--- src/rtl/uart_tx_shift_engine_pkg.sv ---
// Shared types, sizes and the frame builder for the UART transmit shift engine.
package uart_tx_shift_engine_pkg;

  localparam int unsigned BAUD_W     = 20;
  localparam int unsigned FRAME_BITS = 11;
  localparam int unsigned BITCNT_W   = 4;

  typedef enum logic {
    S_IDLE = 1'b0,
    S_SEND = 1'b1
  } state_e;

  typedef struct packed {
    logic [7:0]        data;
    logic              eight;
    logic              pen;
    logic              ohel;
    logic [BAUD_W-1:0] baud_k;
  } tx_req_t;

  // Frame bit 0 is the start bit and goes out first; unused trailing slots idle high.
  function automatic logic [FRAME_BITS-1:0] build_frame(input tx_req_t r);
    logic p;
    p = (r.eight ? (^r.data) : (^r.data[6:0])) ^ r.ohel;
    case ({r.eight, r.pen})
      2'b11:   build_frame = {1'b1, p, r.data, 1'b0};
      2'b10:   build_frame = {2'b11, r.data, 1'b0};
      2'b01:   build_frame = {2'b11, p, r.data[6:0], 1'b0};
      default: build_frame = {3'b111, r.data[6:0], 1'b0};
    endcase
  endfunction

endpackage

--- src/rtl/uart_tx_shift_engine_if.sv ---
// Request/status bundle between the transmit load register and the shift engine.
interface uart_tx_shift_engine_if;
  import uart_tx_shift_engine_pkg::*;

  logic    start;
  tx_req_t req;
  logic    tx;
  logic    tx_rdy;
  logic    busy;

  modport master (output start, req, input tx, tx_rdy, busy);
  modport slave  (input start, req, output tx, tx_rdy, busy);
endinterface

--- src/rtl/uart_tx_shift_engine_baud_counter.sv ---
// Bit-time counter: counts 0..k-1 while enabled, flags the last cycle of each bit.
module uart_baud_counter
  import uart_tx_shift_engine_pkg::*;
(
  input  logic              clk,
  input  logic              reset,
  input  logic              clear,
  input  logic              en,
  input  logic [BAUD_W-1:0] k,
  output logic              tc_c
);

  logic [BAUD_W-1:0] cnt_q;

  assign tc_c = en && (cnt_q == (k - BAUD_W'(1)));

  always_ff @(posedge clk or posedge reset) begin
    if (reset) begin
      cnt_q <= '0;
    end else if (clear) begin
      cnt_q <= '0;
    end else if (en) begin
      cnt_q <= tc_c ? '0 : cnt_q + BAUD_W'(1);
    end
  end

endmodule

--- src/rtl/uart_tx_shift_engine.sv ---
// UART transmit back end: frames the loaded byte and shifts it out LSB-first on tx.
module uart_tx_shift_engine
  import uart_tx_shift_engine_pkg::*;
(
  input logic                    clk,
  input logic                    reset,
  uart_tx_shift_engine_if.slave  bus
);

  state_e                state_q, state_d;
  logic [FRAME_BITS-1:0] sreg_q, sreg_d;
  logic [BITCNT_W-1:0]   bitcnt_q, bitcnt_d;
  logic [BAUD_W-1:0]     k_q, k_d;
  logic                  tx_q, tx_d;
  logic                  rdy_q, rdy_d;
  logic                  busy_q, busy_d;
  logic [FRAME_BITS-1:0] frame_c;
  logic                  load_c;
  logic                  tc_c;

  uart_baud_counter u_baud (
    .clk   (clk),
    .reset (reset),
    .clear (load_c),
    .en    (state_q == S_SEND),
    .k     (k_q),
    .tc_c  (tc_c)
  );

  always_ff @(posedge clk or posedge reset) begin
    if (reset) begin
      state_q  <= S_IDLE;
      sreg_q   <= '1;
      bitcnt_q <= '0;
      k_q      <= BAUD_W'(1);
      tx_q     <= 1'b1;
      rdy_q    <= 1'b1;
      busy_q   <= 1'b0;
    end else begin
      state_q  <= state_d;
      sreg_q   <= sreg_d;
      bitcnt_q <= bitcnt_d;
      k_q      <= k_d;
      tx_q     <= tx_d;
      rdy_q    <= rdy_d;
      busy_q   <= busy_d;
    end
  end

  // tx is loaded with the next line value alongside the shift so it never lags a bit.
  always_comb begin
    state_d  = state_q;
    sreg_d   = sreg_q;
    bitcnt_d = bitcnt_q;
    k_d      = k_q;
    tx_d     = tx_q;
    rdy_d    = rdy_q;
    busy_d   = busy_q;
    load_c   = 1'b0;
    frame_c  = build_frame(bus.req);

    if (state_q == S_IDLE) begin
      if (bus.start) begin
        load_c   = 1'b1;
        sreg_d   = frame_c;
        tx_d     = frame_c[0];
        bitcnt_d = '0;
        k_d      = (bus.req.baud_k == '0) ? BAUD_W'(1) : bus.req.baud_k;
        state_d  = S_SEND;
        rdy_d    = 1'b0;
        busy_d   = 1'b1;
      end
    end else if (tc_c) begin
      if (bitcnt_q == BITCNT_W'(FRAME_BITS - 1)) begin
        state_d  = S_IDLE;
        sreg_d   = '1;
        bitcnt_d = '0;
        tx_d     = 1'b1;
        rdy_d    = 1'b1;
        busy_d   = 1'b0;
      end else begin
        sreg_d   = {1'b1, sreg_q[FRAME_BITS-1:1]};
        tx_d     = sreg_q[1];
        bitcnt_d = bitcnt_q + BITCNT_W'(1);
      end
    end
  end

  assign bus.tx     = tx_q;
  assign bus.tx_rdy = rdy_q;
  assign bus.busy   = busy_q;

endmodule

--- src/flat_wrapper.sv ---
// flat-port wrapper written by rule: the top's interface ports become plain ports
module uart_tx_shift_engine_flat import uart_tx_shift_engine_pkg::*;
  (clk, reset, bus_start, bus_req, bus_tx, bus_tx_rdy, bus_busy);
  uart_tx_shift_engine_if bus_i ();
  input logic clk;
  input logic reset;
  input wire logic [$bits(bus_i.start)-1:0] bus_start;
  input wire logic [$bits(bus_i.req)-1:0] bus_req;
  output wire logic [$bits(bus_i.tx)-1:0] bus_tx;
  output wire logic [$bits(bus_i.tx_rdy)-1:0] bus_tx_rdy;
  output wire logic [$bits(bus_i.busy)-1:0] bus_busy;
  assign bus_i.start = bus_start;
  assign bus_i.req = bus_req;
  assign bus_tx = bus_i.tx;
  assign bus_tx_rdy = bus_i.tx_rdy;
  assign bus_busy = bus_i.busy;
  uart_tx_shift_engine u_core (.clk(clk), .reset(reset), .bus(bus_i));
endmodule
--- config.mk ---
export PLATFORM = sky130hd
export DESIGN_NAME = uart_tx_shift_engine_flat
export DESIGN_NICKNAME = d
export VERILOG_FILES = /design/src/rtl/uart_tx_shift_engine_pkg.sv /design/src/rtl/uart_tx_shift_engine_if.sv /design/src/rtl/uart_tx_shift_engine_baud_counter.sv /design/src/rtl/uart_tx_shift_engine.sv /design/src/flat_wrapper.sv
export SDC_FILE = /design/constraint.sdc
export NUM_CORES = 1
export LEC_CHECK = 0
export CORE_UTILIZATION = 35
export CTS_BUF_LIST = sky130_fd_sc_hd__clkbuf_4 sky130_fd_sc_hd__clkbuf_8 sky130_fd_sc_hd__clkbuf_16
export DETAILED_ROUTE_END_ITERATION = 7
export DONT_BUFFER_PORTS = 1
export PLACE_DENSITY = 0.5
export SLEW_MARGIN = 20
export SYNTH_ARGS = -nofsm -noshare
export SYNTH_HDL_FRONTEND = slang
export SYNTH_SLANG_ARGS = --single-unit
--- constraint.sdc ---
create_clock -name clk -period 3.9 [get_ports clk]
set_input_delay 1.17 -clock clk [delete_from_list [all_inputs] [get_ports clk]]
set_output_delay 1.17 -clock clk [all_outputs]
set_load 0.02 [all_outputs]
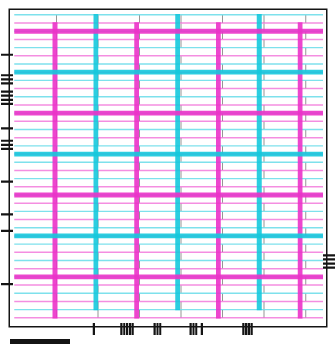
*Supply network*
The bar under the picture is 20 µm long. Pins as bars on the die edge. Tap cells in gray.
Magenta is VSS. Cyan is VDD.
136 tap cells. 7 straps on met5. 37 signal pins sit on the boundary. The core has 37 rows. 7 straps on met4.
Core Box Area: 10300 µm²
Die H: 105 µm
Die Width: 105 µm

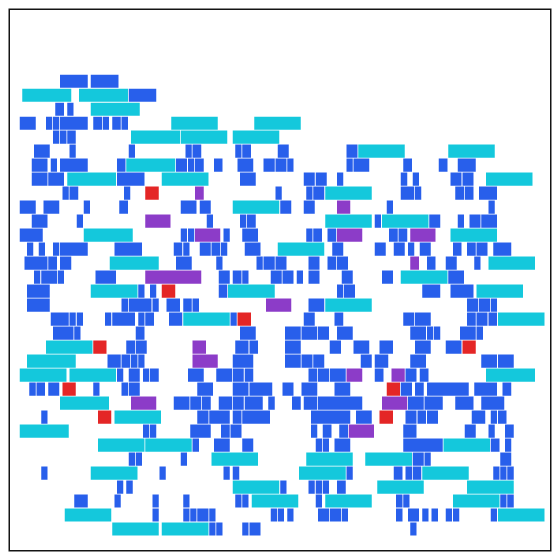
*Cell classes on the final placement*
Blue is combinational and other logic, cells 350. Purple is clock drivers and dummy loads, cells 16. Red is remaining buffers and delay cells, cells 9. Cyan is sequential cells, cells 57.
Seq/total area: 0.355
summed area of non-filler cells in the final layout: 4060 µm²
final standard cell utilization of the core: 0.393

==> run notes <==
impl run done, here's what came out: type of destination of the critical path flip-flop, GR met1 Demand/Resource 0.224, max_cap viols 0, Detail Route met2 WL 4.21 mm, slew of the pin with the lowest slew margin 0.795 ns, PnR worst setup slack 0.770 ns, run status completed, simple-gate share of the synthesized area 0.273, via count 3062, number of buffers added by the clock tree synthesis step 9, number of buffers added to fix hold violations after cts 0, FP Core Util 0.359, required time of the critical path 4.12 ns, Peak supply drop 0.142 mV, buffers inserted by post-CTS timing repair 0, TritonCTS clock tree built, layout cell share with drive strength beyond 1 0.146, Layout Nets 469, Resized Gates After CTS 0, sum of net half-perimeters after detailed placement 6.44 mm, family with the most delay on the worst path simple AND/OR/NAND/NOR gates, global routing usage summed across all routing layers 0.173, destination of the critical timing path u_core.bitcnt_q[1]$_DFFE_PP0P_, headroom to the max-slew limit 0.470, clk sinks 57, non-clock buffer count 9, worst hold stages 2, initial antenna violation count 0, Synth Register Bits 57, met3 wire len 357 µm, final setup skew 0.0102 ns, area occupied by multi-input gates 2090 µm², mux frac, synth 0.0546, total routed wire length on the met1 layer 4.13 mm, hold endpoint u_core.sreg_q[9]$_DFFE_PP1P_, IO Count 37, starting DRC count in detailed routing 132, Clock transition at path regs 0.07 ns, final hold slack 0.479 ns, total standard cell area after synthesis 3710 µm², H-tree levels 3, Avg Cell Area, Syn 8.73 µm², chip area in the Yosys report 3710 µm², Non-clock buffer share 0.0167, met2 capacity usage during global routing 0.282, top comb family, area simple AND/OR/NAND/NOR gates, Tap Count 136, Post-Route Setup TNS 0 ns, highest routed layer met4, fraction of the yosys area taken by sequential cells 0.388, worst setup path startpoint u_core.k_q[2]$_DFFE_PP0P_, Total Power 0.00148 W, Multi-In Gates 326, chip area 11000 µm², count of non-filler cells in the finished layout 568, count of mapped cells out of synthesis 425, clock latency on the worst-skew pair 0.34 ns, share of the cycle needed by the critical path after routing 0.803, wire length of the first global-routing pass 15.0 mm, Final setup viols 0, XORs/XNORs by Area 0.0769, number of distinct library cells after synthesis 55, count of fill cells added during filler insertion 1064
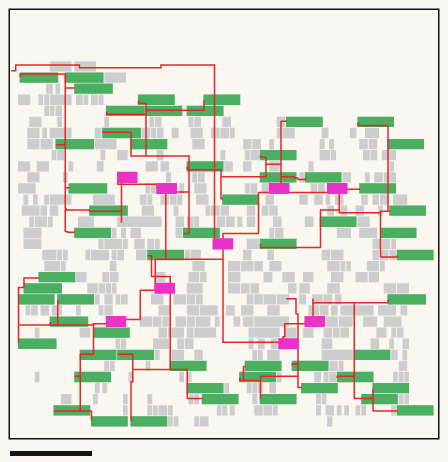
*Clock network drawn from the DEF*
The bar under the picture is 20 µm long.
Magenta is clock drivers, count 9. Red is clock wires, length 900 µm. Green is flip-flops, count 57.
Position of the flops: all over the die. There are 10 routed clock nets.
Power Clock: 0.000553 W
proportion of power drawn by the clock network: 0.374

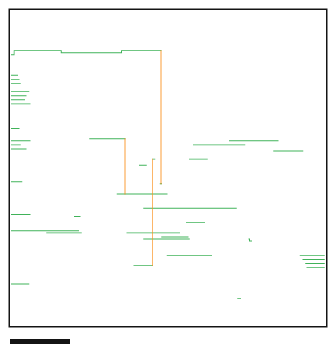
*Signal wires by layer*
The bar under the picture is 20 µm long. Only two layers are drawn.
Green is metal 3, wire length 358 µm. Orange is metal 4, wire length 97.9 µm.

[tightest hold or removal path: stages, from the launching register on]
cell and delay [ns]:
sky130_fd_sc_hd__dfstp_2 0.37, sky130_fd_sc_hd__inv_1 0.04, sky130_fd_sc_hd__mux2i_1 0.06
[cells in the mapped netlist, drive strengths merged (2+ instances only)]
| library cell | number | area [µm²] |
|---|---|---|
| nand4 | 10 | 62.6 |
| and2 | 4 | 25.0 |
| a211oi | 2 | 15.0 |
| dfstp | 12 | 315 |
| nor4 | 11 | 98.8 |
| and3 | 4 | 25.0 |
| or2 | 3 | 18.8 |
| mux2 | 10 | 143 |
| nor2 | 30 | 118 |
| o211ai | 3 | 22.5 |
| nand2b | 6 | 37.5 |
| or4 | 5 | 41.3 |
| ha | 8 | 100 |
| xor2 | 10 | 87.6 |
| mux2i | 6 | 60.1 |
| buf | 8 | 48.8 |
| nand3 | 21 | 105 |
| nor2b | 2 | 12.5 |
| nand4b | 5 | 43.8 |
| a32oi | 2 | 17.5 |
| o21ai | 21 | 105 |
| clkbuf | 10 | 37.5 |
| inv | 24 | 90.1 |
| and4 | 3 | 28.8 |
| a31oi | 17 | 106 |
| o311ai | 3 | 26.3 |
| nor3 | 6 | 30.0 |
| a2111oi | 2 | 23.8 |
| nand2 | 77 | 289 |
| a21oi | 11 | 55.1 |
| o22ai | 6 | 37.5 |
| dfrtp | 45 | 1130 |
| xnor2 | 20 | 175 |
| a21o | 2 | 15.0 |
| or3 | 5 | 31.3 |
[report_power, final]
group / switching (W) / internal, W
logic: 0.000101 / 0.000111
registers: 0.0000768 / 0.000638
clock network: 0.000260 / 0.000293
total: 0.000437 / 0.00104
Power figures rest on the tool's default switching activity, not on a simulated workload.
